`src/rtl/mem_arb_pkg.sv`:
```
// Shared types and constants for the CPU unified-memory arbiter.
package mem_arb_pkg;

  typedef enum logic [1:0] {
    IDLE    = 2'd0,
    IF_BUSY = 2'd1,
    LS_BUSY = 2'd2
  } arb_state_e;

  localparam logic [3:0] WSTRB_WORD      = 4'b1111;
  localparam int         TIMEOUT_CYC_DEF = 255;
  localparam int         TO_CNT_W        = 16;

endpackage

```
`src/rtl/mem_arbiter_byte_lane.sv`:
```
// Combinational byte-lane steering: store strobes/replicated data and
// zero-extended byte extraction for lbu.
module byte_lane
  import mem_arb_pkg::*;
(
  input  logic        i_we,
  input  logic        i_byte,
  input  logic [1:0]  i_st_lane,
  input  logic [31:0] i_wdata,
  input  logic [1:0]  i_ld_lane,
  input  logic [31:0] i_rdata,
  output logic [3:0]  o_wstrb,
  output logic [31:0] o_wdata,
  output logic [31:0] o_rbyte
);

  always_comb begin
    o_wstrb = 4'b0000;
    if (i_we) begin
      o_wstrb = i_byte ? (4'b0001 << i_st_lane) : WSTRB_WORD;
    end
  end

  assign o_wdata = i_byte ? {4{i_wdata[7:0]}} : i_wdata;
  assign o_rbyte = {24'h0, i_rdata[{i_ld_lane, 3'b000} +: 8]};

endmodule

```
`src/rtl/mem_arbiter.sv`:
```
// Single-port memory arbiter between instruction fetch and load/store.
// Optional bounded wait for mem_ready enabled by defining MEM_ARB_TIMEOUT_EN.
//
// state   | meaning
// IDLE    | no access outstanding; grants load/store first, then fetch
// IF_BUSY | fetch presented to memory, waiting for mem_ready
// LS_BUSY | load/store presented to memory, waiting for mem_ready
module mem_arbiter
  import mem_arb_pkg::*;
#(
  parameter int ADDR_W      = 32,
  parameter int DATA_W      = 32,
  parameter int TIMEOUT_CYC = TIMEOUT_CYC_DEF
) (
  input  logic              clk,
  input  logic              rst_n,
  input  logic              if_req,
  input  logic [ADDR_W-1:0] if_addr,
  output logic [DATA_W-1:0] if_rdata,
  output logic              if_valid,
  input  logic              ls_req,
  input  logic              ls_we,
  input  logic              ls_byte,
  input  logic [ADDR_W-1:0] ls_addr,
  input  logic [DATA_W-1:0] ls_wdata,
  output logic [DATA_W-1:0] ls_rdata,
  output logic              ls_valid,
  output logic              stall,
  output logic              mem_req,
  output logic              mem_we,
  output logic [ADDR_W-1:0] mem_addr,
  output logic [DATA_W-1:0] mem_wdata,
  output logic [3:0]        mem_wstrb,
  input  logic [DATA_W-1:0] mem_rdata,
  input  logic              mem_ready,
  output logic              err
);

  localparam logic [ADDR_W-1:0] ALIGN_MASK = ~ADDR_W'(3);

  arb_state_e        r_state, w_next;
  logic              w_grant_ls, w_grant_if, w_done, w_timeout;
  logic [ADDR_W-1:0] r_addr;
  logic              r_we, r_byte;
  logic [1:0]        r_lane;
  logic [DATA_W-1:0] r_wdata, r_if_rdata, r_ls_rdata;
  logic [3:0]        r_wstrb;
  logic              r_if_valid, r_ls_valid;
  logic [3:0]        w_st_wstrb;
  logic [31:0]       w_st_wdata, w_ld_byte;

  byte_lane u_byte_lane (
    .i_we      (ls_we),
    .i_byte    (ls_byte),
    .i_st_lane (ls_addr[1:0]),
    .i_wdata   (ls_wdata),
    .i_ld_lane (r_lane),
    .i_rdata   (mem_rdata),
    .o_wstrb   (w_st_wstrb),
    .o_wdata   (w_st_wdata),
    .o_rbyte   (w_ld_byte)
  );

  always_ff @(posedge clk or negedge rst_n) begin
    if (!rst_n) r_state <= IDLE;
    else        r_state <= w_next;
  end

  // A requester whose valid is high this cycle is still holding req; mask it.
  always_comb begin
    w_next     = r_state;
    w_grant_ls = 1'b0;
    w_grant_if = 1'b0;
    w_done     = 1'b0;
    unique case (r_state)
      IDLE: begin
        if (ls_req && !r_ls_valid) begin
          w_next     = LS_BUSY;
          w_grant_ls = 1'b1;
        end else if (if_req && !r_if_valid) begin
          w_next     = IF_BUSY;
          w_grant_if = 1'b1;
        end
      end
      IF_BUSY, LS_BUSY: begin
        if (mem_ready || w_timeout) begin
          w_next = IDLE;
          w_done = 1'b1;
        end
      end
      default: w_next = IDLE;
    endcase
  end

  always_ff @(posedge clk or negedge rst_n) begin
    if (!rst_n) begin
      r_addr     <= '0;
      r_we       <= 1'b0;
      r_byte     <= 1'b0;
      r_lane     <= 2'b00;
      r_wdata    <= '0;
      r_wstrb    <= 4'b0000;
      r_if_valid <= 1'b0;
      r_ls_valid <= 1'b0;
      r_if_rdata <= '0;
      r_ls_rdata <= '0;
    end else begin
      r_if_valid <= 1'b0;
      r_ls_valid <= 1'b0;
      if (w_grant_ls) begin
        r_addr  <= ls_addr & ALIGN_MASK;
        r_we    <= ls_we;
        r_byte  <= ls_byte;
        r_lane  <= ls_addr[1:0];
        r_wdata <= w_st_wdata;
        r_wstrb <= w_st_wstrb;
      end else if (w_grant_if) begin
        r_addr  <= if_addr & ALIGN_MASK;
        r_we    <= 1'b0;
        r_byte  <= 1'b0;
        r_lane  <= 2'b00;
        r_wdata <= '0;
        r_wstrb <= 4'b0000;
      end
      if (w_done) begin
        if (r_state == LS_BUSY) begin
          r_ls_valid <= 1'b1;
          r_ls_rdata <= w_timeout ? '0 : (r_byte ? w_ld_byte : mem_rdata);
        end else begin
          r_if_valid <= 1'b1;
          r_if_rdata <= w_timeout ? '0 : mem_rdata;
        end
      end
    end
  end

`ifdef MEM_ARB_TIMEOUT_EN
  logic [TO_CNT_W-1:0] r_cnt;
  logic                r_err;

  assign w_timeout = (r_state != IDLE) && !mem_ready &&
                     (r_cnt == TO_CNT_W'(TIMEOUT_CYC - 1));

  always_ff @(posedge clk or negedge rst_n) begin
    if (!rst_n) begin
      r_cnt <= '0;
      r_err <= 1'b0;
    end else begin
      if (w_grant_ls || w_grant_if)          r_cnt <= '0;
      else if (r_state != IDLE && !mem_ready) r_cnt <= r_cnt + 1'b1;
      if (w_timeout) r_err <= 1'b1;
    end
  end

  assign err = r_err;
`else
  assign w_timeout = 1'b0;
  assign err       = 1'b0;
`endif

  assign mem_req   = (r_state != IDLE);
  assign mem_we    = r_we;
  assign mem_addr  = r_addr;
  assign mem_wdata = r_wdata;
  assign mem_wstrb = r_wstrb;
  assign if_valid  = r_if_valid;
  assign ls_valid  = r_ls_valid;
  assign if_rdata  = r_if_rdata;
  assign ls_rdata  = r_ls_rdata;
  assign stall     = (if_req & ~r_if_valid) | (ls_req & ~r_ls_valid);

endmodule

```
`config.mk`:
```
export PLATFORM = sky130hd
export DESIGN_NAME = mem_arbiter
export DESIGN_NICKNAME = d
export VERILOG_FILES = /design/src/rtl/mem_arb_pkg.sv /design/src/rtl/mem_arbiter_byte_lane.sv /design/src/rtl/mem_arbiter.sv
export SDC_FILE = /design/constraint.sdc
export NUM_CORES = 1
export LEC_CHECK = 0
export CORE_MARGIN = 2
export CORE_UTILIZATION = 43
export CTS_CLUSTER_DIAMETER = 60
export DETAILED_ROUTE_END_ITERATION = 6
export MAX_ROUTING_LAYER = met4
export PLACE_DENSITY_LB_ADDON = 0.05
export SLEW_MARGIN = 25
export SYNTH_ARGS = -nofsm -noshare
export SYNTH_HDL_FRONTEND = slang
export SYNTH_SLANG_ARGS = --single-unit
```
`constraint.sdc`:
```
create_clock -name clk -period 2 [get_ports clk]
set_clock_uncertainty 0.1 [all_clocks]
set_input_delay 0.4 -clock clk [delete_from_list [all_inputs] [get_ports clk]]
set_output_delay 0.4 -clock clk [all_outputs]
set_load 0.02 [all_outputs]
```
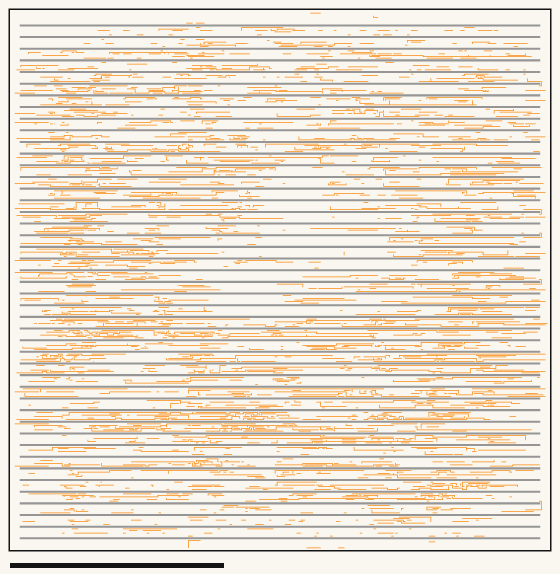
**Above:** metal 1.
The bar under the picture is 50 um long. Supply wires on this layer in grey.
wire length on this layer	8,030 um
share of all routed wire	43%

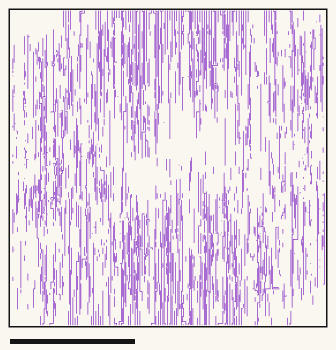
**Above:** the metal 2 layer.
The bar under the picture is 50 um long.
longest straight run	42.0 um
nets with wire on the layer	844
main direction	vertical
wire length on this layer	9,360 um
share of all routed wire	50%

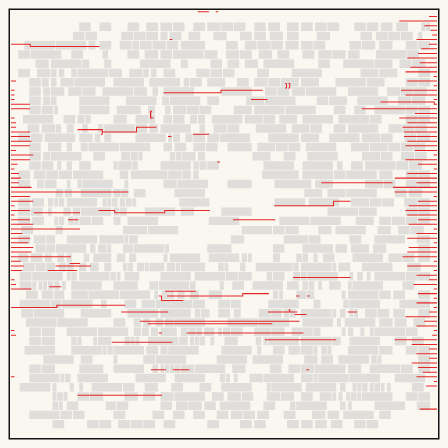
**Above:** the metal 3 layer.
Cells faint in the background.
nets with wire on the layer	158
longest straight run	46.7 um
WL final: 18.9 mm
vias post-DR: 5,199
routing usage on met3: 6.92%

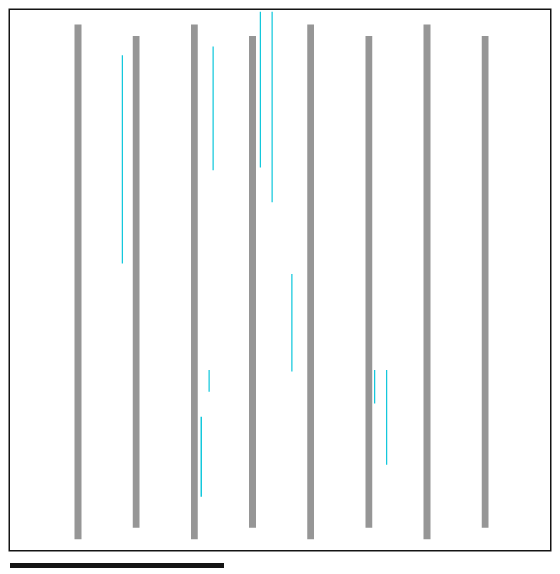
**Above:** met4 routing.
The bar under the picture is 50 um long. Supply wires on this layer in grey.
share of all routed wire	1.2%
longest straight run	48.3 um
nets with wire on the layer	8
main direction	vertical
wire length on this layer	232 um

==> results_dict.tcl <==
# implementation run metrics
set metrics [dict create \
    critPathLaunch "ls_valid" \
    yosysWarnings 0 \
    layout-drive-gt1-share_pct 19.0 \
    reg2reg_from "r_state[1]" \
    port_buffers 267 \
    power-top-group "combinational logic" \
    cts_root_buf "clkbuf_16" \
    status "finished, final reports clean" \
    grt_pass1_vias 5418 \
    diodes 0 \
    largest_class "flip-flops and latches" \
    seq_cells 138 \
    antenna_found_initial 0 \
    drtPass1Iterations 4 \
    cts_setup_buffers 0 \
    comb_area_share_pct 26.6 \
    placedCellCount 980 \
    fill_cells 1086 \
    cts_tree "yes" \
    synthAoiAreaFrac_pct 8.68 \
    mux_share_pct 22.2 \
    hp-start "ls_rdata[0]" \
    avgSynthCellArea_um2 11.8 \
    synthSimpleGateAreaFrac_pct 9.76 \
    cts.clk_slew.worst_paths_ns 0.06 \
    core_mm2 0.0145 \
    comb-power_mw 8.26 \
    inv_count 19 \
    final_layout_top_logic_cell "clkdlybuf4s50_1" \
    wl_per_cell_um 18.7 \
    setup_viol 0 \
    hold_viol_final 0 \
    ys_sh_xor_pct 0 \
    swShare_pct 35.2 \
    cts_num_sinks 138 \
    clock_power_mw 3.42 \
    switchingPower_mw 5.81 \
    finalNonFillerCells 1010 \
    rr_worst_depth 6 \
    floorplan.core_util_pct 44.0 \
    max_stage_delay_ns 0.63 \
]
-- routing by layer --
metal	vias up	part of all wire, %	global-route usage (%)
li1	2424	-	-
met1	2551	43	31.4
met2	206	50	40.0
met3	18	6.6	6.92
met4	0	1.2	6.85
met5	-	0	-
-- stage by stage --
step	hold slack, ns	total power, mW	setup WS, ns
after floorplan	0.00441	9.21	0.187
after global placement	0.259	12.9	-0.395
after detailed placement	0.269	13.1	-0.379
after CTS	0.382	16.7	0.0178
after global routing	0.410	17.3	0.0103
final	0.379	16.5	0.0504
-- flip-flops by register name, summed over array words and instances (netlist names) --
register / cells
if_rdata: 32
r_byte: 1
mem_wstrb: 4
ls_rdata: 32
mem_addr: 30
mem_wdata: 32
ls_valid: 1
r_state: 2
mem_we: 1
if_valid: 1
r_lane: 2
-- repair_timing --
item	CTS	global route
gates cloned	0	0
resized	9	2
setup endpoints to repair	4	4
endpoints found under the hold margin	41	0
hold buffers	1	0
-- cell usage after synthesis (all sizes together) --
cell type,number,area share [%]
a2111oi,7,0.96
nand2b,26,2.5
a31oi,1,0.098
ha,3,0.59
or2,1,0.098
a21boi,2,0.23
nand3b,3,0.35
nor2b,9,0.88
o21ai,55,4.3
clkinv,1,0.059
conb,1,0.059
and3,8,0.78
a22o,3,0.41
inv,18,1.1
o2bb2ai,1,0.14
mux2,117,22
clkbuf,19,1.1
nand4,12,1.2
a21oi,24,1.9
dfrtp,138,54
o22ai,3,0.29
buf,19,2.5
nand2,67,3.9
o21a,2,0.23
a2bb2oi,1,0.14
-- logic make-up (layout without fill, tap and decap cells) --
logic type               Yosys count  count (layout)
AND-OR/OR-AND                     99              99
adder cells (fa/ha/maj)            3               3
buffers and inverters             57             340
flip-flops                       138             138
multiplexers                     117             117
other                              1               3
AND/OR/NAND/NOR                  126             126
Power and IR drop assume default switching activity.
